File: config.mk
export PLATFORM = sky130hd
export DESIGN_NAME = vga_pattern_gen
export DESIGN_NICKNAME = d
export VERILOG_FILES = /design/src/rtl/vga_pattern_gen.sv
export SDC_FILE = /design/constraint.sdc
export NUM_CORES = 1
export LEC_CHECK = 0
export CAP_MARGIN = 20
export CORE_MARGIN = 8
export CORE_UTILIZATION = 55
export DETAILED_ROUTE_END_ITERATION = 8
export HOLD_SLACK_MARGIN = 0.05
export PLACE_DENSITY = 0.79
export SLEW_MARGIN = 20
export SYNTH_ARGS = -nofsm -noshare
export SYNTH_HDL_FRONTEND = slang
export SYNTH_SLANG_ARGS = --single-unit
File: constraint.sdc
create_clock -name clk -period 3.8 [get_ports clk]
set_clock_uncertainty 0.2 [all_clocks]
set_input_delay 0.38 -clock clk [delete_from_list [all_inputs] [get_ports clk]]
set_output_delay 0.38 -clock clk [all_outputs]
set_load 0.005 [all_outputs]
File: src/rtl/vga_pattern_gen.sv
`default_nettype none
// ============================================================================
// Module : vga_pattern_gen
// Parametrised VGA timing generator with runtime-selectable test patterns,
// optional two-field interlace and frame/field markers.
// Rev    : 1.0  initial release
// ============================================================================
module vga_pattern_gen #(
    parameter int   H_DISP           = 640,
    parameter int   H_FPORCH         = 16,
    parameter int   H_SYNC           = 96,
    parameter int   H_BPORCH         = 48,
    parameter int   V_DISP           = 480,
    parameter int   V_FPORCH         = 10,
    parameter int   V_SYNC           = 2,
    parameter int   V_BPORCH         = 33,
    parameter logic HS_POLARITY      = 1'b0,
    parameter logic VS_POLARITY      = 1'b0,
    parameter logic FRAME_INTERLACED = 1'b0,
    parameter int   COLOR_BITS       = 4,
    parameter int   CNT_BITS         = 12
) (
    input  logic                  clk,
    input  logic                  reset,
    input  logic                  en,
    input  logic [2:0]            pattern_sel,
    output logic                  hsync,
    output logic                  vsync,
    output logic                  de,
    output logic [CNT_BITS-1:0]   x,
    output logic [CNT_BITS-1:0]   y,
    output logic                  field,
    output logic                  frame_start,
    output logic [7:0]            frame_cnt,
    output logic [COLOR_BITS-1:0] vga_r,
    output logic [COLOR_BITS-1:0] vga_g,
    output logic [COLOR_BITS-1:0] vga_b
);

    localparam int c_h_total = H_DISP + H_FPORCH + H_SYNC + H_BPORCH;
    localparam int c_v_total = V_DISP + V_FPORCH + V_SYNC + V_BPORCH;
    localparam int c_bar_w   = H_DISP / 8;

    localparam logic [CNT_BITS-1:0] c_h_last   = CNT_BITS'(c_h_total - 1);
    localparam logic [CNT_BITS-1:0] c_h_disp   = CNT_BITS'(H_DISP);
    localparam logic [CNT_BITS-1:0] c_x_last   = CNT_BITS'(H_DISP - 1);
    localparam logic [CNT_BITS-1:0] c_hs_start = CNT_BITS'(H_DISP + H_FPORCH);
    localparam logic [CNT_BITS-1:0] c_hs_end   = CNT_BITS'(H_DISP + H_FPORCH + H_SYNC);
    localparam logic [CNT_BITS-1:0] c_v_disp   = CNT_BITS'(V_DISP);
    localparam logic [CNT_BITS-1:0] c_y_last   = CNT_BITS'(V_DISP - 1);
    localparam logic [CNT_BITS-1:0] c_vs_start = CNT_BITS'(V_DISP + V_FPORCH);
    localparam logic [CNT_BITS-1:0] c_vs_end   = CNT_BITS'(V_DISP + V_FPORCH + V_SYNC);
    localparam logic [CNT_BITS-1:0] c_v_last0  = CNT_BITS'(c_v_total - 1);
    localparam logic [CNT_BITS-1:0] c_v_last1  = CNT_BITS'(c_v_total);
    localparam logic [CNT_BITS-1:0] c_bar_last = CNT_BITS'(c_bar_w - 1);
    localparam logic [CNT_BITS-1:0] c_one      = CNT_BITS'(1);
    localparam logic [COLOR_BITS-1:0] c_full   = '1;

    logic [CNT_BITS-1:0]   r_h_cnt;
    logic [CNT_BITS-1:0]   r_v_cnt;
    logic                  r_field;
    logic [2:0]            r_pattern;
    logic [2:0]            r_bar;
    logic [CNT_BITS-1:0]   r_bar_cnt;
    logic [7:0]            r_frame_cnt;

    logic                  r_hsync;
    logic                  r_vsync;
    logic                  r_de;
    logic [CNT_BITS-1:0]   r_x;
    logic [CNT_BITS-1:0]   r_y;
    logic                  r_field_q;
    logic                  r_frame_start;
    logic [7:0]            r_frame_cnt_q;
    logic [COLOR_BITS-1:0] r_red;
    logic [COLOR_BITS-1:0] r_grn;
    logic [COLOR_BITS-1:0] r_blu;

    logic                  w_h_wrap;
    logic                  w_v_wrap;
    logic                  w_h_act;
    logic                  w_de;
    logic                  w_hs_act;
    logic                  w_vs_act;
    logic                  w_origin;
    logic [2:0]            w_pat;
    logic [2:0]            w_code;
    logic [CNT_BITS-1:0]   w_y;
    logic [COLOR_BITS-1:0] w_red;
    logic [COLOR_BITS-1:0] w_grn;
    logic [COLOR_BITS-1:0] w_blu;

    assign w_h_wrap = (r_h_cnt == c_h_last);
    assign w_v_wrap = (r_v_cnt == ((FRAME_INTERLACED && r_field) ? c_v_last1 : c_v_last0));
    assign w_h_act  = (r_h_cnt < c_h_disp);
    assign w_de     = w_h_act && (r_v_cnt < c_v_disp);
    assign w_hs_act = (r_h_cnt >= c_hs_start) && (r_h_cnt < c_hs_end);
    assign w_vs_act = (r_v_cnt >= c_vs_start) && (r_v_cnt < c_vs_end);
    assign w_origin = (r_h_cnt == '0) && (r_v_cnt == '0);
    // The field's first pixel already uses the freshly selected pattern.
    assign w_pat    = w_origin ? pattern_sel : r_pattern;
    assign w_code   = 3'd7 - r_bar;
    assign w_y      = FRAME_INTERLACED ? {r_v_cnt[CNT_BITS-2:0], r_field} : r_v_cnt;

    always_comb begin
        w_red = '0;
        w_grn = '0;
        w_blu = '0;
        if (w_de) begin
            case (w_pat)
                3'd0: begin
                    w_red = w_code[1] ? c_full : '0;
                    w_grn = w_code[2] ? c_full : '0;
                    w_blu = w_code[0] ? c_full : '0;
                end
                3'd1: begin
                    w_red = r_h_cnt[COLOR_BITS+3:4];
                    w_grn = r_h_cnt[COLOR_BITS+3:4];
                    w_blu = r_h_cnt[COLOR_BITS+3:4];
                end
                3'd2: begin
                    if (r_h_cnt[3] ^ w_y[3]) begin
                        w_red = c_full;
                        w_grn = c_full;
                        w_blu = c_full;
                    end
                end
                3'd3: begin
                    if ((r_h_cnt[3:0] == 4'd0) || (w_y[3:0] == 4'd0) ||
                        (r_h_cnt == c_x_last) || (r_v_cnt == c_y_last)) begin
                        w_red = c_full;
                        w_grn = c_full;
                        w_blu = c_full;
                    end
                end
                3'd4: begin
                    w_red = r_frame_cnt[COLOR_BITS-1:0];
                    w_grn = r_frame_cnt[COLOR_BITS-1:0];
                    w_blu = r_frame_cnt[COLOR_BITS-1:0];
                end
                default: ;
            endcase
        end
    end

    always_ff @(posedge clk) begin
        if (reset) begin
            r_h_cnt       <= '0;
            r_v_cnt       <= '0;
            r_field       <= 1'b0;
            r_pattern     <= 3'd0;
            r_bar         <= 3'd0;
            r_bar_cnt     <= '0;
            r_frame_cnt   <= 8'd0;
            r_hsync       <= ~HS_POLARITY;
            r_vsync       <= ~VS_POLARITY;
            r_de          <= 1'b0;
            r_x           <= '0;
            r_y           <= '0;
            r_field_q     <= 1'b0;
            r_frame_start <= 1'b0;
            r_frame_cnt_q <= 8'd0;
            r_red         <= '0;
            r_grn         <= '0;
            r_blu         <= '0;
        end else if (en) begin
            r_hsync       <= w_hs_act ? HS_POLARITY : ~HS_POLARITY;
            r_vsync       <= w_vs_act ? VS_POLARITY : ~VS_POLARITY;
            r_de          <= w_de;
            r_field_q     <= r_field;
            r_frame_start <= w_de && w_origin;
            r_frame_cnt_q <= r_frame_cnt;
            r_red         <= w_red;
            r_grn         <= w_grn;
            r_blu         <= w_blu;
            if (w_de) begin
                r_x <= r_h_cnt;
                r_y <= w_y;
            end
            if (w_origin) begin
                r_pattern <= pattern_sel;
            end

            if (w_h_wrap) begin
                r_h_cnt   <= '0;
                r_bar     <= 3'd0;
                r_bar_cnt <= '0;
                if (w_v_wrap) begin
                    r_v_cnt <= '0;
                    r_field <= FRAME_INTERLACED & ~r_field;
                    if (!FRAME_INTERLACED || r_field) begin
                        r_frame_cnt <= r_frame_cnt + 8'd1;
                    end
                end else begin
                    r_v_cnt <= r_v_cnt + c_one;
                end
            end else begin
                r_h_cnt <= r_h_cnt + c_one;
                // Bar 7 absorbs any remainder pixels, so it never advances.
                if (w_h_act && (r_bar != 3'd7)) begin
                    if (r_bar_cnt == c_bar_last) begin
                        r_bar     <= r_bar + 3'd1;
                        r_bar_cnt <= '0;
                    end else begin
                        r_bar_cnt <= r_bar_cnt + c_one;
                    end
                end
            end
        end
    end

    assign hsync       = r_hsync;
    assign vsync       = r_vsync;
    assign de          = r_de;
    assign x           = r_x;
    assign y           = r_y;
    assign field       = r_field_q;
    assign frame_start = r_frame_start;
    assign frame_cnt   = r_frame_cnt_q;
    assign vga_r       = r_red;
    assign vga_g       = r_grn;
    assign vga_b       = r_blu;

endmodule
`default_nettype wire

==> GITHUB_STEP_SUMMARY, run 1 <==
## PnR job results

| Metric | Value |
|---|---|
| Core ar. | `8090 um2` |
| IO Port Bufs | `53` |
| Power Total | `1.93 mW` |
| Hold EP | `y[1]` |
| Routed via count | `slightly below 4000` |
| Top Layer Used | `met4` |
| CP max FO | `12` |
| Global-route wire length before repair | `~17000 um` |
| Crit path time final | `3.29 ns` |
| Max Cap Viol | `0` |
| Starting Density | `55.7%` |
| Main area contributors | `dfxtp_1, nor2_1, xor2_1` |
| CTS tree | `done` |
| Path type of the worst setup path | `flop to flop` |
| Pre-Repair DR Iteration Count | `5` |
| Post-route ant nets | `0` |
| Setup ws final | `0.514 ns` |
| IO Count | `55` |
| Share of layout cells above drive strength 1 | `5.72%` |
| Pwr dens | `367 nW/um2` |
| Status | `completed` |
| Internal reg-to-reg setup slack | `0.51 ns` |
| Largest net degree at the start of global routing | `40` |
| Cell Chain, Critical Path | `or4_4 > nand4bb_1 > nor2_2 > mux2i_1 > a2111oi_0 > nor3_1` |
| DRT met1 WL | `4710 um` |
| CP Depth | `6` |
| Ys flop type | `dfxtp_1` |
| Met2 Use GR | `28.9%` |
| Area leader share | `43.6%` |
| Clk_lat worst skew | `0.37 ns` |
| Reg2reg start | `r_h_cnt[7]` |
| Post-Synth Simple-Gate Area | `a little under a third` |
| Setup tns final | `0 ns` |
| Least-Margin Pin Slew | `around 0.9 ns` |
| Avg Inst Size Synth | `roughly 8.4 um2` |
| Critical Path RT | `3.89 ns` |
| Adders+Majority by Area | `around 2.2%` |
| Crit path max-delay family | `simple AND/OR/NAND/NOR gates` |
| Met2 WL | `roughly 4800 um` |
| Unrepaired setup endpoints after global routing | `false` |
| Vias in the first global route | `between 3000 and 4000` |
| Vias per Instance | `5.72` |
-- run 1: placed cells by master (no fill, tap or decap), types with 12 or more instances in the layout --
cell and n:
nand2_1 67, a21oi_1 30, xor2_1 32, clkdlybuf4s50_1 52, nand3_1 16, mux2i_1 16, nor2b_1 15, nor3_1 15
a2111oi_0 12, nand4_1 21, and3_1 16, dfxtp_1 98, nor2_1 78
-- run 1: worst register-to-register path: stages, from the launching register on --
cell	delay, ns
dfxtp_1	0.43
or4_4	0.57
nand4bb_1	0.31
nor2_2	0.40
mux2i_1	0.81
a2111oi_0	0.29
nor3_1	0.21
-- run 1: cells by family (layout without fill, tap and decap cells) --
| family | after synthesis | after routing |
|---|---|---|
| AOI/OAI and AO/OA | 66 | 66 |
| xor gates and xnor gates | 37 | 37 |
| adders and majority gates | 8 | 8 |
| buffers and inverters | 41 | 82 |
| DFF | 98 | 98 |
| muxes | 16 | 16 |
| other | 1 | 1 |
| and+or+nand+nor | 269 | 269 |
-- run 1: cell type report --
cell class | instances | area (um2)
Clock inverter | 5 | 61.3
Clock buffer | 11 | 141
Multi-Input combinational cell | 397 | 2360
Tap cell | 105 | 131
Sequential cell | 98 | 1960
Fill cell | 699 | 2830
Inverter | 6 | 22.5
Timing Repair Buffer | 60 | 578
-- run 1: registers in the layout, summed over array words and instances, names as in the netlist, 4 cells and up --
register / count
vga_b: 4
vga_r: 4
r_frame_cnt: 8
x: 12
r_bar_cnt: 12
r_v_cnt: 12
vga_g: 4
y: 12
r_h_cnt: 12
frame_cnt: 8
-- run 1: power breakdown --
part | switching (mW) | internal (mW) | leakage, nW | total, mW
logic | 0.104 | 0.0770 | 1.04 | 0.181
registers | 0.0181 | 1.05 | 0.792 | 1.06
clock network | 0.361 | 0.326 | 0.104 | 0.687
total | 0.483 | 1.45 | 1.94 | 1.93
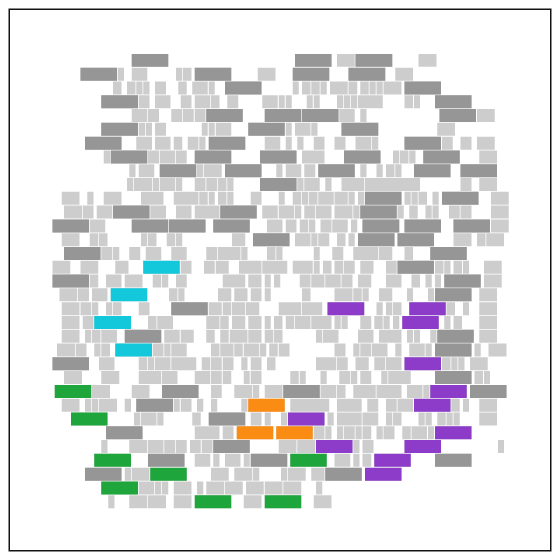
Fig. 1. Where the registers sit (run 1).
Other sequential cells in the stronger gray, the rest of the logic in the fainter gray.
legend:
  r_v_cnt:
    color: purple
    sequential_cells: 12
    where: south-east
  frame_cnt:
    color: green
    sequential_cells: 8
  vga_r:
    color: cyan
    sequential_cells: 4
    where: west
  r_pattern:
    color: orange
    sequential_cells: 3
storage element area: 1960 um2
Layout Utilization: 65.0%

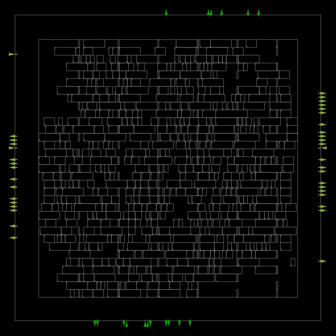
Fig. 2. Placed standard cells (run 1).
num tapcells: 105
Site Rows: 33
Flop Count: 98
flop share of the area: 37.3%

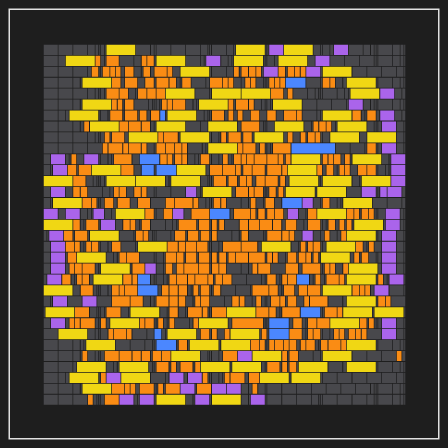
Fig. 3. Placement by cell class (run 1).
Fill, decap, tap and diode cells in gray.
legend:
  clock drivers and dummy loads:
    color: blue
    cells: 16
  remaining buffers and delay cells:
    color: purple
    cells: 60
  remaining logic cells:
    color: orange
    cells: 403
  sequential cells:
    color: yellow
    cells: 98

==> inputs of run 2 (changes only) <==
--- a/config.mk
+++ b/config.mk
@@ -7,10 +7,10 @@
 export LEC_CHECK = 0
 export CAP_MARGIN = 20
 export CORE_MARGIN = 8
-export CORE_UTILIZATION = 55
+export CORE_UTILIZATION = 60
 export DETAILED_ROUTE_END_ITERATION = 8
 export HOLD_SLACK_MARGIN = 0.05
-export PLACE_DENSITY = 0.79
+export PLACE_DENSITY = 0.85
 export SLEW_MARGIN = 20
 export SYNTH_ARGS = -nofsm -noshare
 export SYNTH_HDL_FRONTEND = slang
==> constraint.sdc (replaced) <==
create_clock -name clk -period 3.9 [get_ports clk]
set_clock_uncertainty 0.2 [all_clocks]
set_input_delay 0.39 -clock clk [delete_from_list [all_inputs] [get_ports clk]]
set_output_delay 0.39 -clock clk [all_outputs]
set_load 0.005 [all_outputs]
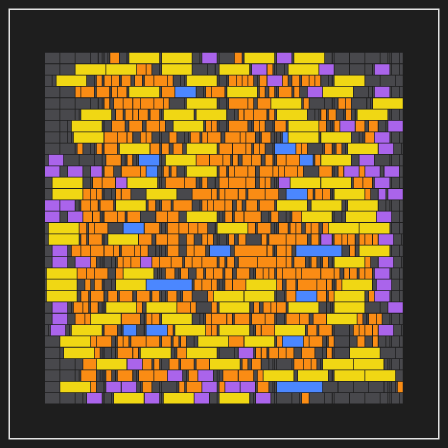
Fig. 4. Placement by cell class (run 2).
Fill, decap, tap and diode cells in gray.
legend:
  remaining buffers and delay cells:
    color: purple
    cells: 58
  sequential cells:
    color: yellow
    cells: 98
  remaining logic cells:
    color: orange
    cells: 403
  clock drivers and dummy loads:
    color: blue
    cells: 16
Core ar.: 7250 um2
Design Area, Final: 5280 um2

==> GITHUB_STEP_SUMMARY, run 2 <==
## PnR job results

| Metric | Value |
|---|---|
| Final Max-Slew Violation Tally | `0` |
| Share of layout cells above drive strength 1 | `5.39% (-0.33 points)` |
| Sequential power share | `52.2% (-2.9 points)` |
| Net Sw Frac | `23.5% (-1.5 points)` |
| Unrepaired setup endpoints after global routing | `false` |
| Area taken by multi-input logic gates | `2360 um2 (unchanged)` |
| Cycle use final | `86.4%` |
| Critical Path RT | `3.94 ns (+0.05 ns)` |
| Setup ws final | `0.529 ns (+0.0156 ns)` |
| Crit path max-delay cell type | `or4_4` |
| Filler instances | `564 (-19%)` |
| Logic pwr share | `8.8% (-0.6 points)` |
| Clock buffer depth | `2` |
| Switching pwr | `0.467 mW (-3.3%)` |
| Storage element area | `1960 um2 (unchanged)` |
| Cell Chain, Critical Path | `or4_4 > or4_4 > o22ai_2 > o21ai_0 > nand2b_1 > nor2_1` |
| Vias per Instance | `5.82 (+1.8%)` |
| Starting Density | `62.1% (+6.4 points)` |
| Post-route ant nets | `0 (unchanged)` |
| IO Count | `55 (unchanged)` |
| Layout Utilization | `72.7% (+7.8 points)` |
| Synth warnings | `0` |
| Least-Margin Pin Slew | `0.821 ns (-0.0823 ns)` |
| CP max FO | `13 (+1)` |
| Post-Place Setup Slack | `0.605 ns` |
| Vias in the first global route | `3894 (+6.1%)` |
| Global-route wire length before repair | `17600 um (+1.5%)` |
| Path type of the worst setup path | `flop to flop` |
| Commonest non-fill, non-tap cell in the layout | `dfxtp_1` |
| Cell-internal power | `1.52 mW (+5.0%)` |
| Top cells excl fill/tap | `dfxtp_1, nor2_1, nand2_1, clkdlybuf4s50_1, xor2_1` |
| Clk power | `0.776 mW (+13%)` |
| Pwr top | `sequential cells` |
| Ys flop type | `dfxtp_1` |
| Pwr dens | `377 nW/um2 (+2.6%)` |
| Max Cap Viol | `0 (unchanged)` |
| Sequential power | `1.04 mW (about the same)` |
| Status | `completed` |
| CTS tree | `done` |
| Combinational power | `0.174 mW (-4%)` |
| Pre-Repair DR Iteration Count | `4 (-1)` |
| Setup tns final | `0 ns (unchanged)` |
| Clk_lat worst skew | `0.36 ns (about the same)` |
| Clock power share | `39.0% (+3.5 points)` |
| Routed via count | `3922 (+0.56%)` |
| Site Rows | `31 (-6.1%)` |
==> run 2: cell counts after synthesis <==
Identical to the previous run, type by type.
==> run 2: worst paths after layout <==
path / cells past startpoint / endpoint / slack, ns
max: 6 / r_bar_cnt[5] / 0.53
min reg2reg: 2 / y[3] / 0.26
max reg2reg: 6 / r_bar_cnt[5] / 0.53
min: 2 / y[3] / 0.26
==> run 2: layout make-up <==
class,instances,share of cell area (%)
multi-input cells,397,44.8
well taps,99,2.35
clock buffers,10,2.42
flip-flops and latches,98,37.2
repair buffers,58,10.7
inverters,6,0.427
clock inverters,6,2.18
==> run 2: cell families (layout without fill, tap and decap cells) <==
kind of cell / Yosys count / after routing / share of synthesized area [%]
and+or+nand+nor: 269 / 269 / 30.1
DFF: 98 / 98 / 43.6
AOI/OAI and AO/OA: 66 / 66 / 9.31
buffers and inverters: 41 / 80 / 4.00
xor gates and xnor gates: 37 / 37 / 7.19
muxes: 16 / 16 / 3.56
adders and majority gates: 8 / 8 / 2.22
other: 1 / 1 / 0.0833
==> run 2: critical path, delay by kind of cell (launching register included) <==
| family | cells | cell delay (ns) |
|---|---|---|
| flops | 1 | 0.42 |
| simple gates | 4 | 1.74 |
| compound gates | 2 | 0.89 |
==> run 2: stage by stage <==
| step | area (um2) | hold slack (ns) | total power [mW] |
|---|---|---|---|
| after CTS | 5280 | 0.259 | 2.00 |
| after floorplan | 4500 | 0.253 | 1.17 |
| final | 5280 | 0.255 | 1.99 |
| after detailed placement | 5030 | 0.245 | 1.23 |
| after global routing | 5280 | 0.279 | 2.07 |
| after global placement | 5030 | 0.240 | 1.23 |
==> run 2: routing by layer <==
metal  GRT usage (%)  share of wire (%)
met2            35.7                 49
met4            9.93                2.0
met5               0                  0
met3            3.78                6.4
met1            24.1                 43
==> inputs of run 3 (changes only) <==
--- a/config.mk
+++ b/config.mk
@@ -9,9 +9,9 @@
 export CORE_MARGIN = 8
 export CORE_UTILIZATION = 60
 export DETAILED_ROUTE_END_ITERATION = 8
+export GPL_TIMING_DRIVEN = 0
 export HOLD_SLACK_MARGIN = 0.05
 export PLACE_DENSITY = 0.85
-export SLEW_MARGIN = 20
 export SYNTH_ARGS = -nofsm -noshare
 export SYNTH_HDL_FRONTEND = slang
 export SYNTH_SLANG_ARGS = --single-unit
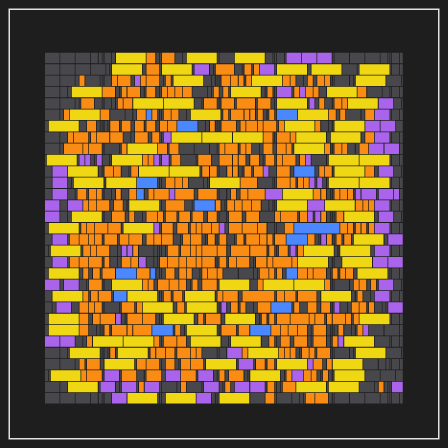
Fig. 5. Placement by cell class (run 3).
Fill, decap, tap and diode cells in gray.
legend:
  sequential cells:
    color: yellow
    cells: 98
  remaining logic cells:
    color: orange
    cells: 403
  clock drivers and dummy loads:
    color: blue
    cells: 16
  remaining buffers and delay cells:
    color: purple
    cells: 87
flop share of the area: 36.7%
Design Area, Final: 5350 um2

==> GITHUB_STEP_SUMMARY, run 3 <==
## PnR job results

| Metric | Value |
|---|---|
| Detailed Route WL | `10800 um` |
| Core ar. | `7250 um2 (unchanged)` |
| Ys flop type | `dfxtp_1` |
| F_max | `314 MHz` |
| Final Max-Slew Violation Tally | `0 (unchanged)` |
| DPL Wire Length | `7830 um` |
| Final tally of hold violations | `0` |
| Static leakage | `1.96 nW` |
| Top cells excl fill/tap | `dfxtp_1, nor2_1, nand2_1, clkdlybuf4s50_1, xor2_1` |
| Post-route ant nets | `0 (unchanged)` |
| DRT met1 WL | `4610 um (+3.2%)` |
| Least-Margin Pin Slew | `0.792 ns (-0.0287 ns)` |
| Starting Density | `62.1% (unchanged)` |
| Met1 usage | `25.7% (+1.6 points)` |
| Area growth from synthesis to layout | `18.7%` |
| Crit-path max cell delay | `0.56 ns` |
| Unrepaired setup endpoints after global routing | `false` |
| R2R Path End | `vga_g[2]` |
| FFs w/ async S/R, synth | `0%` |
| DRC | `0` |
| GRT Util Overall | `21.4%` |
| Layout Utilization | `73.7% (+0.95 points)` |
| Worst r2r path cells | `8 (+2)` |
| Max_slew headroom | `47.2%` |
| Routed length on met3 | `804 um (+21%)` |
| Commonest non-fill, non-tap cell in the layout | `dfxtp_1` |
| Top Layer Used | `met4` |
| CTS tree | `done` |
| Inserted Clock Buffers | `9` |
| Share of layout cells above drive strength 1 | `5.13% (-0.26 points)` |
| Final #Nets | `around 610` |
| Vias per Instance | `5.87 (+0.81%)` |
| Pre-Repair DR Iteration Count | `5 (+1)` |
| Initial antenna violation count | `0` |
| Arrival time of the worst setup path | `3.23 ns` |
| Clock buffer depth | `2 (unchanged)` |
| CP max FO | `10 (-3)` |
| Yosys synthesis chip area | `~4500 um2` |
| Post-CTS Resized | `0` |
| Critical Path RT | `3.94 ns (about the same)` |
| Global routing's busiest layer | `met2` |
| Path type of the worst setup path | `flop to flop` |
| Clock transition at path regs | `0.10 ns` |
| Ant diodes | `0` |
| Met2 Use GR | `35.8% (+0.15 points)` |
| Ys flops | `slightly below 100` |
| Met2 WL | `5130 um (+1.2%)` |
| Crit path max-delay cell type | `nor4_1` |
| Global route overflow | `0` |
| Cell Chain, Critical Path | `clkbuf_1 > nor4_1 > nand4bb_1 > nor2_2 > mux2i_1 > buf_2 > a2111oi_0 > nor3_1` |
| Setup tns final | `0 ns (unchanged)` |
| Worst Hold Launch | `x[5]` |
| Crit path max-delay family | `simple AND/OR/NAND/NOR gates` |
| Sum of buffers and inverters on the critical path | `2 (+2)` |
| Startpoint Class | `flop` |
| Internal reg-to-reg setup slack | `0.72 ns (+0.19 ns)` |
| Status | `completed` |
| Vias in the first global route | `3995 (+2.6%)` |
| CTS root buf | `clkbuf_8` |
| Peak VDD IR | `0.212 mV` |
| Filler instances | `573 (+1.6%)` |
| Pwr dens | `350 nW/um2 (-7.0%)` |
| Crit path time final | `3.18 ns` |
| Hold/Removal Path Class | `flop to flop` |
| Synth warnings | `0 (unchanged)` |
| Hold EP | `x[5]` |
| Grt met3 use | `4.66% (+0.88 points)` |
| Site Rows | `31 (unchanged)` |
| Clk_lat worst skew | `0.36 ns (about the same)` |
| Tool Warnings | `28` |
| Routed via count | `4124 (+5.2%)` |
| Most frequent cell after synthesis | `dfxtp_1` |
| Avg Inst Size Synth | `~8.4 um2` |
| # setup viols final | `0` |
| IO Count | `55 (unchanged)` |
| Global-route wire length before repair | `18200 um (+3.1%)` |
| Worst Hold Depth | `2 (unchanged)` |
| Cycle use final | `81.6% (-4.8 points)` |
| Max Cap Viol | `0 (unchanged)` |
| Dpl cell area | `5150 um2 (+2.3%)` |
-- run 3: worst max path at each step --
| stage | from | end | depth (start not counted) |
|---|---|---|---|
| 2_1_floorplan | r_h_cnt[7] | r_v_cnt[0] | 8 |
| 5_1_grt | r_v_cnt[5] | vga_g[2] | 8 |
| 6_report | r_v_cnt[5] | vga_g[2] | 8 |
| 4_1_cts | r_v_cnt[5] | vga_g[2] | 8 |
| 3_5_place_dp | en | frame_cnt[4] | 6 |
| 3_3_place_gp | en | frame_cnt[1] | 6 |
-- run 3: report_power, final --
part           switching, mW  internal [mW]
registers             0.0166           1.02
logic                  0.109         0.0765
clock network          0.337          0.315
-- run 3: worst register-to-register path, stage by stage (launching register included) --
cell       delay (ns)
dfxtp_1          0.30
clkbuf_1         0.22
nor4_1           0.56
nand4bb_1        0.32
nor2_2           0.44
mux2i_1          0.20
buf_2            0.21
a2111oi_0        0.51
nor3_1           0.11
-- run 3: logic make-up after synthesis --
group | share of synthesized area [%]
xor+xnor | 7.19
buf+inv | 4.00
other cells | 0.0833
mux | 3.56
flops | 43.6
fa+ha+maj | 2.22
simple gates | 30.1
compound gates | 9.31
-- run 3: area by class of cell --
class,count,area (um2),area share (%)
repair buffers,52,520,9.74
multi-input cells,397,2360,44.2
clock buffers,12,145,2.72
well taps,99,124,2.32
plain buffers,35,158,2.95
clock inverters,4,51.3,0.960
flip-flops and latches,98,1960,36.7
inverters,6,22.5,0.421
-- run 3: per-stage QoR --
stage / hold slack, ns / power [mW] / worst slack [ns] / cells
after floorplan: 0.253 / 1.17 / 1.17 / 536
after global placement: 0.241 / 1.23 / 0.743 / 687
after detailed placement: 0.249 / 1.24 / 0.683 / 687
after CTS: 0.262 / 1.88 / 0.798 / 703
after global routing: 0.285 / 1.95 / 0.544 / 703
final: 0.258 / 1.87 / 0.716 / 703
No activity file was given, so power comes from the tool's default toggle rates.
